--- src/rtl/vga_timing_gen.sv ---
// -----------------------------------------------------------------------------
// vga_timing_gen
//
// Raster timing generator for the VGA display path. Two 11-bit counters
// (h_cnt, v_cnt) walk the frame in the order ACTIVE, FP, SYNC, BP, both
// horizontally (in clocks) and vertically (in lines). A phase register is
// kept next to each counter. All outputs are registered and are decoded from
// the next-count values, so each output lines up with the counter value it
// is registered alongside.
//
// Optional feature macro: VGA_TIMING_SYNC_DLY_EN
//   When defined, VGA_HS, VGA_VS, FRAME_START and LINE_END each pass through
//   one more register, so they lag VGA_IF_RGBEN and CURRENT_X/Y by one clock.
//   When undefined, all outputs are coincident.
//
// Ports:
//   VGA_CLK      in   pixel clock
//   RST_N        in   asynchronous reset, active-low
//   TIMING_EN    in   run enable; low holds the generator at the frame origin
//   VGA_HS       out  horizontal sync (asserted level HS_POL)
//   VGA_VS       out  vertical sync (asserted level VS_POL)
//   VGA_IF_RGBEN out  high only in the visible region
//   CURRENT_X    out  horizontal count h_cnt
//   CURRENT_Y    out  vertical count v_cnt
//   DISPLAY_X    out  constant H_ACTIVE
//   DISPLAY_Y    out  constant V_ACTIVE
//   FRAME_START  out  one-clock pulse at h_cnt=0, v_cnt=0
//   LINE_END     out  one-clock pulse at h_cnt=H_TOTAL-1
// -----------------------------------------------------------------------------
module vga_timing_gen #(
  parameter int   H_ACTIVE = 640,
  parameter int   H_FP     = 16,
  parameter int   H_SYNC   = 96,
  parameter int   H_BP     = 48,
  parameter int   V_ACTIVE = 480,
  parameter int   V_FP     = 10,
  parameter int   V_SYNC   = 2,
  parameter int   V_BP     = 33,
  parameter logic HS_POL   = 1'b0,
  parameter logic VS_POL   = 1'b0
) (
  input  logic        VGA_CLK,
  input  logic        RST_N,
  input  logic        TIMING_EN,
  output logic        VGA_HS,
  output logic        VGA_VS,
  output logic        VGA_IF_RGBEN,
  output logic [10:0] CURRENT_X,
  output logic [10:0] CURRENT_Y,
  output logic [10:0] DISPLAY_X,
  output logic [10:0] DISPLAY_Y,
  output logic        FRAME_START,
  output logic        LINE_END
);

  localparam int H_TOTAL = H_ACTIVE + H_FP + H_SYNC + H_BP;
  localparam int V_TOTAL = V_ACTIVE + V_FP + V_SYNC + V_BP;

  // Phase boundaries. With a zero-length back porch the BP start equals the
  // total, which the next count never reaches, so BP is skipped.
  localparam logic [10:0] H_LAST       = 11'(H_TOTAL - 1);
  localparam logic [10:0] H_FP_START   = 11'(H_ACTIVE);
  localparam logic [10:0] H_SYNC_START = 11'(H_ACTIVE + H_FP);
  localparam logic [10:0] H_BP_START   = 11'(H_ACTIVE + H_FP + H_SYNC);
  localparam logic [10:0] V_LAST       = 11'(V_TOTAL - 1);
  localparam logic [10:0] V_FP_START   = 11'(V_ACTIVE);
  localparam logic [10:0] V_SYNC_START = 11'(V_ACTIVE + V_FP);
  localparam logic [10:0] V_BP_START   = 11'(V_ACTIVE + V_FP + V_SYNC);

  typedef enum logic [1:0] {
    PH_ACTIVE = 2'd0,
    PH_FP     = 2'd1,
    PH_SYNC   = 2'd2,
    PH_BP     = 2'd3
  } phase_t;

  // Phase of the next count. SYNC is tested before FP so that a zero-length
  // front porch (FP start == SYNC start) goes straight to SYNC.
  function automatic phase_t next_phase(
    input logic [10:0] cnt,
    input phase_t      cur,
    input logic [10:0] fp_start,
    input logic [10:0] sync_start,
    input logic [10:0] bp_start
  );
    phase_t nxt;
    if (cnt == 11'd0) begin
      nxt = PH_ACTIVE;
    end else if (cnt == bp_start) begin
      nxt = PH_BP;
    end else if (cnt == sync_start) begin
      nxt = PH_SYNC;
    end else if (cnt == fp_start) begin
      nxt = PH_FP;
    end else begin
      nxt = cur;
    end
    return nxt;
  endfunction

  // running_r is low in reset and while disabled. The first enabled clock
  // therefore loads the origin (0,0) and does not advance, which makes
  // FRAME_START and RGBEN appear on that first clock.
  logic        running_r;
  logic [10:0] h_cnt_r;
  logic [10:0] v_cnt_r;
  phase_t      h_phase_r;
  phase_t      v_phase_r;
  logic        hs_r;
  logic        vs_r;
  logic        rgben_r;
  logic        fs_r;
  logic        le_r;

  logic [10:0] h_next_s;
  logic [10:0] v_next_s;
  phase_t      h_phase_next_s;
  phase_t      v_phase_next_s;

  // Next-count and next-phase decode.
  always_comb begin
    h_next_s       = 11'd0;
    v_next_s       = 11'd0;
    h_phase_next_s = PH_ACTIVE;
    v_phase_next_s = PH_ACTIVE;
    if (!running_r) begin
      h_next_s = 11'd0;
      v_next_s = 11'd0;
    end else if (h_cnt_r == H_LAST) begin
      h_next_s = 11'd0;
      if (v_cnt_r == V_LAST) begin
        v_next_s = 11'd0;
      end else begin
        v_next_s = v_cnt_r + 11'd1;
      end
    end else begin
      h_next_s = h_cnt_r + 11'd1;
      v_next_s = v_cnt_r;
    end
    h_phase_next_s = next_phase(h_next_s, h_phase_r, H_FP_START, H_SYNC_START, H_BP_START);
    v_phase_next_s = next_phase(v_next_s, v_phase_r, V_FP_START, V_SYNC_START, V_BP_START);
  end

  // Counters, phase registers and outputs decoded from the next state.
  always_ff @(posedge VGA_CLK or negedge RST_N) begin
    if (!RST_N) begin
      running_r <= 1'b0;
      h_cnt_r   <= 11'd0;
      v_cnt_r   <= 11'd0;
      h_phase_r <= PH_ACTIVE;
      v_phase_r <= PH_ACTIVE;
      hs_r      <= ~HS_POL;
      vs_r      <= ~VS_POL;
      rgben_r   <= 1'b0;
      fs_r      <= 1'b0;
      le_r      <= 1'b0;
    end else if (!TIMING_EN) begin
      running_r <= 1'b0;
      h_cnt_r   <= 11'd0;
      v_cnt_r   <= 11'd0;
      h_phase_r <= PH_ACTIVE;
      v_phase_r <= PH_ACTIVE;
      hs_r      <= ~HS_POL;
      vs_r      <= ~VS_POL;
      rgben_r   <= 1'b0;
      fs_r      <= 1'b0;
      le_r      <= 1'b0;
    end else begin
      running_r <= 1'b1;
      h_cnt_r   <= h_next_s;
      v_cnt_r   <= v_next_s;
      h_phase_r <= h_phase_next_s;
      v_phase_r <= v_phase_next_s;
      hs_r      <= (h_phase_next_s == PH_SYNC) ? HS_POL : ~HS_POL;
      vs_r      <= (v_phase_next_s == PH_SYNC) ? VS_POL : ~VS_POL;
      rgben_r   <= (h_phase_next_s == PH_ACTIVE) && (v_phase_next_s == PH_ACTIVE);
      fs_r      <= (h_next_s == 11'd0) && (v_next_s == 11'd0);
      le_r      <= (h_next_s == H_LAST);
    end
  end

`ifdef VGA_TIMING_SYNC_DLY_EN
  logic hs_dly_r;
  logic vs_dly_r;
  logic fs_dly_r;
  logic le_dly_r;

  // One-clock delay of syncs and pulses to match a registered RGB stage.
  always_ff @(posedge VGA_CLK or negedge RST_N) begin
    if (!RST_N) begin
      hs_dly_r <= ~HS_POL;
      vs_dly_r <= ~VS_POL;
      fs_dly_r <= 1'b0;
      le_dly_r <= 1'b0;
    end else begin
      hs_dly_r <= hs_r;
      vs_dly_r <= vs_r;
      fs_dly_r <= fs_r;
      le_dly_r <= le_r;
    end
  end

  assign VGA_HS      = hs_dly_r;
  assign VGA_VS      = vs_dly_r;
  assign FRAME_START = fs_dly_r;
  assign LINE_END    = le_dly_r;
`else
  assign VGA_HS      = hs_r;
  assign VGA_VS      = vs_r;
  assign FRAME_START = fs_r;
  assign LINE_END    = le_r;
`endif

  assign VGA_IF_RGBEN = rgben_r;
  assign CURRENT_X    = h_cnt_r;
  assign CURRENT_Y    = v_cnt_r;
  assign DISPLAY_X    = 11'(H_ACTIVE);
  assign DISPLAY_Y    = 11'(V_ACTIVE);

endmodule
--- config.mk ---
export PLATFORM = sky130hd
export DESIGN_NAME = vga_timing_gen
export DESIGN_NICKNAME = d
export VERILOG_FILES = /design/src/rtl/vga_timing_gen.sv
export SDC_FILE = /design/constraint.sdc
export NUM_CORES = 1
export LEC_CHECK = 0
export ABC_AREA = 0
export CORE_MARGIN = 5
export CORE_UTILIZATION = 55
export CTS_CLUSTER_SIZE = 25
export DETAILED_ROUTE_END_ITERATION = 12
export GPL_ROUTABILITY_DRIVEN = 1
export PLACE_DENSITY = 0.93
export SLEW_MARGIN = 20
export SYNTH_ARGS = -nofsm -noshare
export SYNTH_HDL_FRONTEND = slang
export SYNTH_SLANG_ARGS = --single-unit
--- constraint.sdc ---
create_clock -name VGA_CLK -period 5.7 [get_ports VGA_CLK]
set_input_delay 0.855 -clock VGA_CLK [delete_from_list [all_inputs] [get_ports VGA_CLK]]
set_output_delay 0.855 -clock VGA_CLK [all_outputs]
set_load 0.1 [all_outputs]
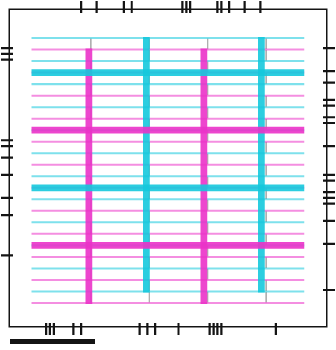
Figure 1: run 1, power grid.
The bar under the picture is 20 um long. Pins as bars on the die edge. Tap cells in gray.
net	color
VDD	cyan
VSS	magenta
signal pins	52
tap cells	50
met1 rails	24

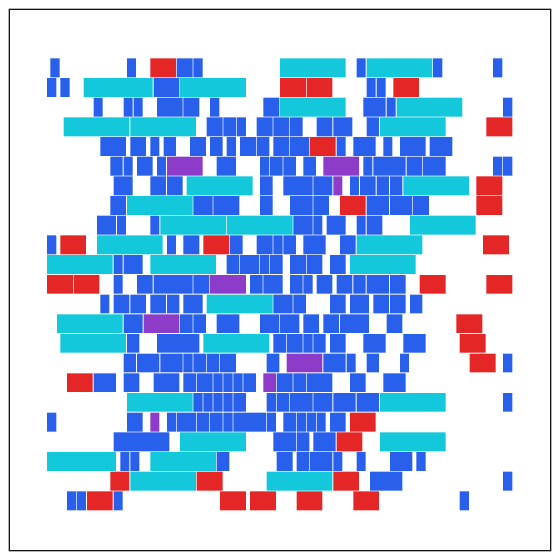
Figure 2: run 1, placed cells, one color a class.
class	color	cells	share of their area
other buffers and delay cells	red	30	12%
clock drivers and dummy loads	purple	8	3.2%
all other logic	blue	225	53%
flip-flops	cyan	32	32%

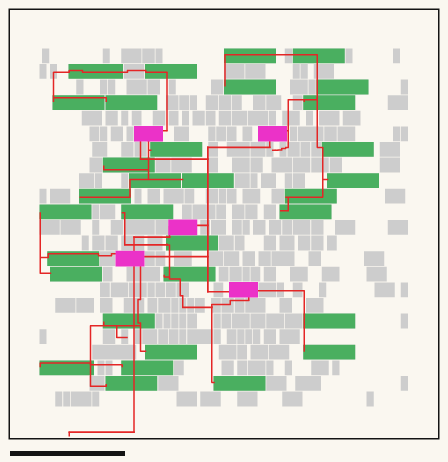
Figure 3: run 1, clock wires, drivers and flops.
The bar under the picture is 20 um long.
[clock wires] red | length: 476 um
[cells driving clock nets] magenta | count: 5
[flip-flops] green | count: 32
routed clock nets	6

==> Slide: Implementation Results, run 1 <==
Physical Implementation Snapshot

Routing
  – Met2 WL: 2790 um
  – Wirelength, routed: 5980 um

Run
  – MaxCap Viol Count: 0

Pwr
  – Switching share of total power: 0.357
  – P_seq: 0.000231 W
  – Reg power frac: 0.462
  – Highest-power group: sequential cells
  – Clock network power: 0.000173 W

Synth
  – Seq/Total Area, Yosys: 0.350
  – Main logic family: simple AND/OR/NAND/NOR gates
  – #FFs+latches synth: 32
  – Leading area contributor after synthesis: dfrtp_1
  – Top cells by count: dfrtp_1 (30), buf_4 (22), nor2_1 (21)
  – Share of the synthesized area in the top cell type: 0.327
  – Synthesis warning total: 0
  – Synthesized area per cell: 8.51 um2

Critical path
  – RR Endpoint: VGA_IF_RGBEN
  – Max FO, Critical Path: 11

Min path
  – WHS Path Cells: 1
  – Hold Path Origin: CURRENT_X[0]

Floorplanning
  – Num ports: 52
  – Num tapcells: 50

CTS
  – Postcts setup bufs: 0

Global routing
  – First-pass GRT wire length: 9750 um
  – Largest net degree at the start of global routing: 33

Final layout
  – Seq cells: 32
  – Multi-In Gates: 217
  – Largest cell class by area: logic gates
  – Flop share of the area: 0.310

Timing
  – Final Hold Viols: 0
  – Crit share post-route: 0.600
  – Min cycle time layout: 3.42 ns
  – Fin Setup TNS: 0 ns
  – Hold Slack: 0.578 ns
  – F_max: 293 MHz

Outcome
  – Status: completed

Place
  – Final Wtd Congestion: 0.930
  – Port bufs: 29
  – Hpwl dp: 4260 um
## run 1: state kept, by name (all words and copies together), names as in the netlist
name	count
FRAME_START	1
h_phase_r	2
VGA_VS	1
running_r	1
CURRENT_X	11
VGA_IF_RGBEN	1
VGA_HS	1
v_phase_r	2
LINE_END	1
CURRENT_Y	11
## run 1: layout by cell type, fill, tap and decap left out, types with 2 or more instances in the layout
cell type	netlist	routed
dfrtp_1	30	30
clkdlybuf4s50_1	0	29
conb_1	2	22
nor2_1	21	21
nand2_1	20	20
and2_1	13	13
a21oi_1	13	13
nand3_1	12	12
o21ai_0	12	12
nand4_1	10	10
nor4_1	8	8
inv_1	8	8
nor3_1	7	7
xnor2_1	6	6
and3_1	6	6
o31ai_1	6	6
a31oi_1	5	5
or4_1	5	5
xor2_1	5	5
clkbuf_8	0	5
and4_1	4	4
or3_1	4	4
nand4b_1	4	4
ha_1	3	3
dfstp_2	2	2
or4_4	2	2
a211oi_1	2	2
a311oi_1	2	2
a21boi_0	2	2
o22ai_1	2	2
o211a_1	2	2
clkbuf_1	9	2
## run 1: through the flow
stage,utilization,total power (W),setup slack (ns),instances,area [um2]
detailed placement,0.623,0.000331,2.36,337,2510
CTS,0.643,0.000498,2.36,345,2590
global route,0.643,0.000513,2.06,345,2590
floorplan,-,0.000330,2.23,290,2370
global placement,0.623,0.000331,2.45,337,2510
finish,0.643,0.000501,2.28,345,2590
## run 1: worst max-delay path, stage by stage (launching register included)
cell	delay [ns]
dfrtp_1	0.46
ha_1	0.29
nand4_1	0.41
o31ai_1	0.78
a21oi_1	0.20
and2_1	0.27
a41o_1	0.22
o21ai_0	0.32
o211ai_1	0.16
a211oi_1	0.20
Figure 4. Routed metal, one color a layer (run 1).
The bar under the picture is 20 um long. Only two layers are drawn.
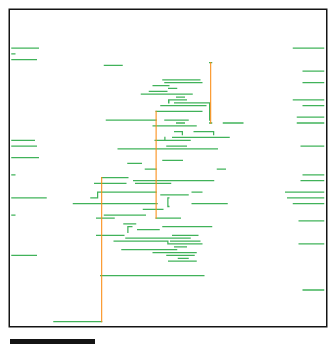

## Run 2: what changed since run 1
- CORE_UTILIZATION: 55 -> 51
- PLACE_DENSITY: 0.93 -> 0.88
- clock period: 5.7 -> 3.15 ns (I/O delays scaled with it)
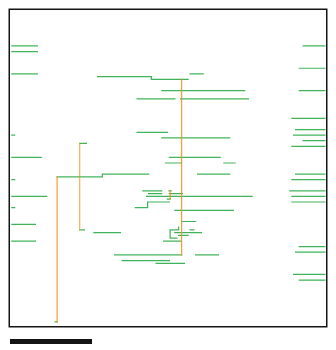
Figure 5: run 2, routed metal, one color a layer.
The bar under the picture is 20 um long. Only two layers are drawn.
layer	color	wire length
met3	green	449 um
met4	orange	101 um

==> Slide: Implementation Results, run 2 <==
Physical Implementation Snapshot

Outcome
  – Status: completed (unchanged)

Synth
  – Top cells by count: dfrtp_1 (30), buf_4 (22), nor2_1 (21) (unchanged)
  – #FFs+latches synth: 32 (unchanged)
  – Synthesized area per cell: 8.51 um2 (unchanged)
  – Leading area contributor after synthesis: dfrtp_1 (unchanged)
  – Synthesis warning total: 0 (unchanged)
  – Seq/Total Area, Yosys: 0.350 (unchanged)
  – Share of the synthesized area in the top cell type: 0.327 (unchanged)

Routing
  – Wirelength, routed: 5920 um (was 5980 um)

Floorplanning
  – Num ports: 52 (unchanged)

Global routing
  – First-pass GRT wire length: 9520 um (was 9750 um)

Run
  – MaxCap Viol Count: 0 (unchanged)

Place
  – Final Wtd Congestion: 0.913 (was 0.930)
  – Hpwl dp: 4330 um (was 4260 um)

Critical path
  – Most frequent CP cell: a211oi_1
  – Crit-path slowest cell: or4_1 (was o31ai_1)
  – Top Family by Delay on Critical Path: simple AND/OR/NAND/NOR gates (was AND-OR/OR-AND gates)
  – RR Endpoint: VGA_IF_RGBEN (unchanged)
  – CP max stage delay: 0.54 ns (was 0.78 ns)
  – CP bufs+invs: 0 (unchanged)
  – Crit-path cells: ha_1, and4_2, nand3_1, or4_1, a211oi_1, nand4_1, nor3_1, nor3b_1, a211oi_1 (was ha_1, nand4_1, o31ai_1, a21oi_1, and2_1, a41o_1, o21ai_0, o211ai_1, a211oi_1)
  – Max FO, Critical Path: 8 (was 11)

CTS
  – Postcts setup bufs: 0 (unchanged)

Timing
  – Hold Slack: 0.518 ns (was 0.578 ns)
  – F_max: 334 MHz (was 293 MHz)
  – PnR worst setup slack: 0.154 ns (was 2.28 ns)
  – Fin Setup TNS: 0 ns (unchanged)

Min path
  – Hold Path Origin: CURRENT_X[0] (unchanged)
  – WHS Path Cells: 1 (unchanged)

Final layout
  – Most frequent logic cell in the layout: buf_4 (was dfrtp_1)
  – Most frequent cells in the layout: buf_4 (39), conb_1 (22), nor2_1 (21) (was dfrtp_1 (30), clkdlybuf4s50_1 (29), conb_1 (22))

Pwr
  – Reg power frac: 0.423 (was 0.462)
## run 2: cell counts after synthesis
Identical to the previous run, type by type.
## run 2: area by class of cell
type / count / area, um2 / share of cell area
clock buffer: 6 / 72.6 / 0.0272
clock inverter: 2 / 35.0 / 0.0131
inverter: 8 / 30.0 / 0.0113
multi-input combinational: 217 / 1330 / 0.500
sequential: 32 / 818 / 0.307
tap: 52 / 65.1 / 0.0244
timing repair buffer: 41 / 313 / 0.117
## run 2: worst reg2reg max path: stages, from the launching register on
cell	delay [ns]
dfrtp_2	0.42
ha_1	0.27
and4_2	0.33
nand3_1	0.16
or4_1	0.54
a211oi_1	0.33
nand4_1	0.20
nor3_1	0.29
nor3b_1	0.10
a211oi_1	0.25
## run 2: power groups by stage
stage / sequential (W) / combinational [W] / clock (W)
floorplan: 0.000445 / 0.000152 / 0
global placement: 0.000426 / 0.000174 / 0
detailed placement: 0.000426 / 0.000175 / 0
CTS: 0.000419 / 0.000175 / 0.000401
global route: 0.000419 / 0.000183 / 0.000423
finish: 0.000419 / 0.000176 / 0.000395
## run 2: metrics by stage
step                      total power, W  cells  area (um2)
after CTS                       0.000995    358        2650
after global placement          0.000600    350        2540
after global routing             0.00102    358        2670
final                           0.000990    358        2670
after floorplan                 0.000597    290        2390
after detailed placement        0.000602    350        2540
## run 2: logic make-up (layout without fill, tap and decap cells)
group	Yosys count	after routing	share of synthesized area
flip-flops	32	32	0.350
XOR/XNOR	11	11	0.0419
AND/OR/NAND/NOR	124	124	0.311
buffers and inverters	41	57	0.109
adder cells (fa/ha/maj)	3	3	0.0163
other	2	22	0.00327
AND-OR/OR-AND	57	57	0.168
## run 2: repair_timing
action	4_1_cts	5_1_grt
hold buffers	0	0
gates resized	0	4
setup endpoints to repair	0	1
Figure 6. Clock wires, drivers and flops (run 2).
The bar under the picture is 20 um long.
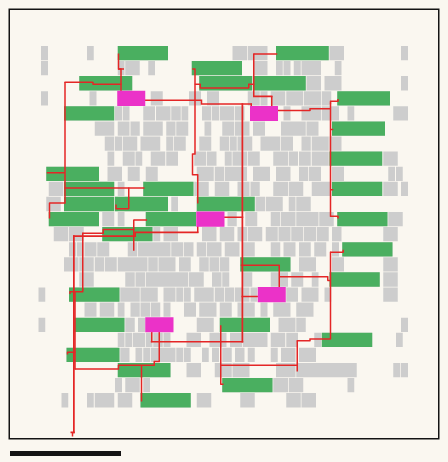

## Run 3: what changed since run 2
- GPL_ROUTABILITY_DRIVEN: 1 -> 0
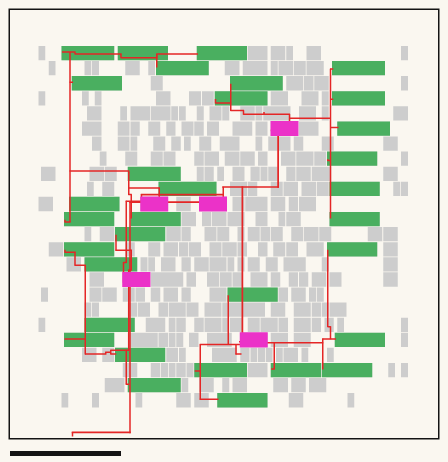
Figure 7: run 3, clock wires, drivers and flops.
The bar under the picture is 20 um long.
[flip-flops] green | count: 32
[cells driving clock nets] magenta | count: 5
[clock wires] red | length: 446 um
flops lie	widely spread
routed clock nets	6

==> Slide: Implementation Results, run 3 <==
Physical Implementation Snapshot

Place
  – Placed Cells: 348 (was 350)
  – Port bufs: 29 (unchanged)
  – DP Area: 2530 um2 (was 2540 um2)

Critical path
  – Crit-path slowest cell: or4_4 (was or4_1)
  – Top Family by Delay on Critical Path: simple AND/OR/NAND/NOR gates (unchanged)
  – Most frequent CP cell: or4_4 (was a211oi_1)
  – CP max stage delay: 0.60 ns (was 0.54 ns)
  – Max FO, Critical Path: 10 (was 8)
  – CP bufs+invs: 0 (unchanged)
  – Crit-path cells: or4_4, or4_4, o21a_1, or3_1, a221o_1, o2bb2ai_2, a211oi_1 (was ha_1, and4_2, nand3_1, or4_1, a211oi_1, nand4_1, nor3_1, nor3b_1, a211oi_1)

Timing
  – F_max: 337 MHz (was 334 MHz)
  – Crit share post-route: 0.942 (was 0.951)
  – Final Hold Viols: 0 (unchanged)
  – Min cycle time layout: 2.97 ns (was 3.00 ns)
  – Hold Slack: 0.525 ns (was 0.518 ns)

Run
  – MaxCap Viol Count: 0 (unchanged)

Final layout
  – Most frequent logic cell in the layout: buf_4 (unchanged)
  – Final Non-Filler Cells: 356 (was 358)
  – Final core utilization: 0.603 (was 0.612)
  – Design area: 2630 um2 (was 2670 um2)

Synth
  – #FFs+latches synth: 32 (unchanged)
  – Synthesized area per cell: 8.51 um2 (unchanged)
  – Leading area contributor after synthesis: dfrtp_1 (unchanged)
  – Seq/Total Area, Yosys: 0.350 (unchanged)
  – Share of the synthesized area in the top cell type: 0.327 (unchanged)
  – Top cells by count: dfrtp_1 (30), buf_4 (22), nor2_1 (21) (unchanged)

Global routing
  – First-pass GRT wire length: 9600 um (was 9520 um)
  – Largest net degree at the start of global routing: 33 (unchanged)

Pwr
  – Combinational Power: 0.000176 W (about the same)
  – Final Power: 0.000921 W (was 0.000990 W)
  – Clock network power: 0.000326 W (was 0.000395 W)
  – Switching share of total power: 0.345 (was 0.329)
  – Highest-power group: sequential cells (unchanged)

Routing
  – Wirelength, routed: 5690 um (was 5920 um)

CTS
  – CTS tree: yes (unchanged)
  – Hold Buf Count CTS: 0 (unchanged)

Outcome
  – Status: completed (unchanged)

Floorplanning
  – Num ports: 52 (unchanged)
[run 3: cell count changes in the layout (fill, tap and decap cells not counted)]
| cell | delta |
|---|---|
| buf_4 | -2 |
| a21oi_1 | +1 |
| a21oi_2 | -1 |
| bufinv_16 | -1 |
| clkbuf_1 | -1 |
| clkbuf_8 | +1 |
| clkinv_2 | +1 |
| nor3_1 | +1 |
| nor3_2 | -1 |
[run 3: path summary, 6_finish.rpt]
| path | depth (start not counted) | to | from | slack [ns] |
|---|---|---|---|---|
| min in group asynchronous | 2 | CURRENT_Y[2] | RST_N | 0.59 |
| hold reg to reg | 1 | CURRENT_X[0] | CURRENT_X[0] | 0.52 |
| hold / removal | 1 | CURRENT_X[0] | CURRENT_X[0] | 0.52 |
| setup / recovery | 7 | VGA_IF_RGBEN | CURRENT_X[5] | 0.18 |
| setup reg to reg | 7 | VGA_IF_RGBEN | CURRENT_X[5] | 0.18 |
| max in group asynchronous | 2 | VGA_VS | RST_N | 2.24 |
[run 3: logic make-up after synthesis]
family,count (synthesis),share of synthesized area
AND-OR/OR-AND,57,0.168
XOR/XNOR,11,0.0419
AND/OR/NAND/NOR,124,0.311
buffers and inverters,41,0.109
flip-flops,32,0.350
other,2,0.00327
adder cells (fa/ha/maj),3,0.0163
[run 3: cell type report]
type,count,area [um2],share of cell area
clock buffers,6,82.6,0.0314
inverters,8,30.0,0.0114
repair buffers,39,298,0.113
multi-input cells,217,1320,0.504
clock inverters,2,10.0,0.00381
well taps,52,65.1,0.0248
flip-flops and latches,32,818,0.311
[run 3: what timing repair did]
item,CTS,global route
endpoints found under the setup margin,0,1
setup buffers,0,0
resized,0,2

==> screenshots <==
Clock nets.
image #1
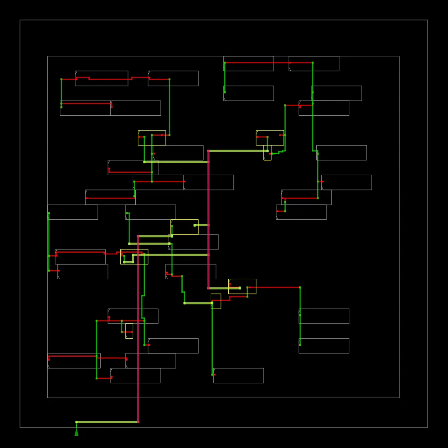
image #2
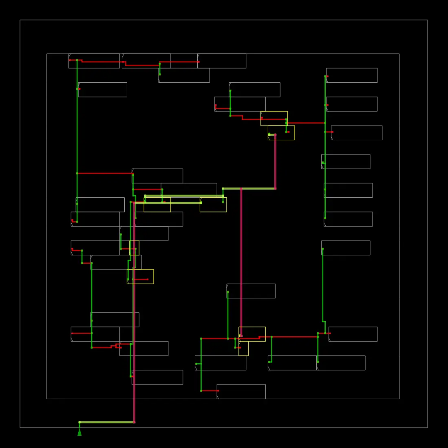
image #3
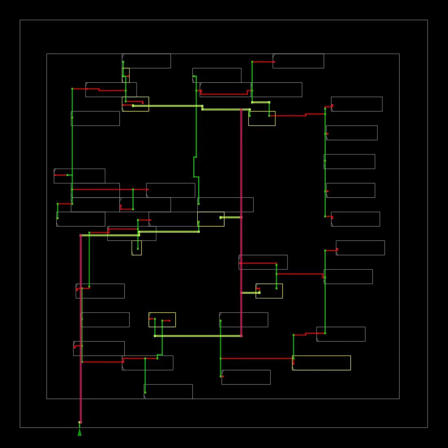
| from | picture |
|---|---|
| run 3 | image #2 |
| run 1 | image #1 |
| run 2 | image #3 |

Power is estimated from default activity; no workload was simulated.
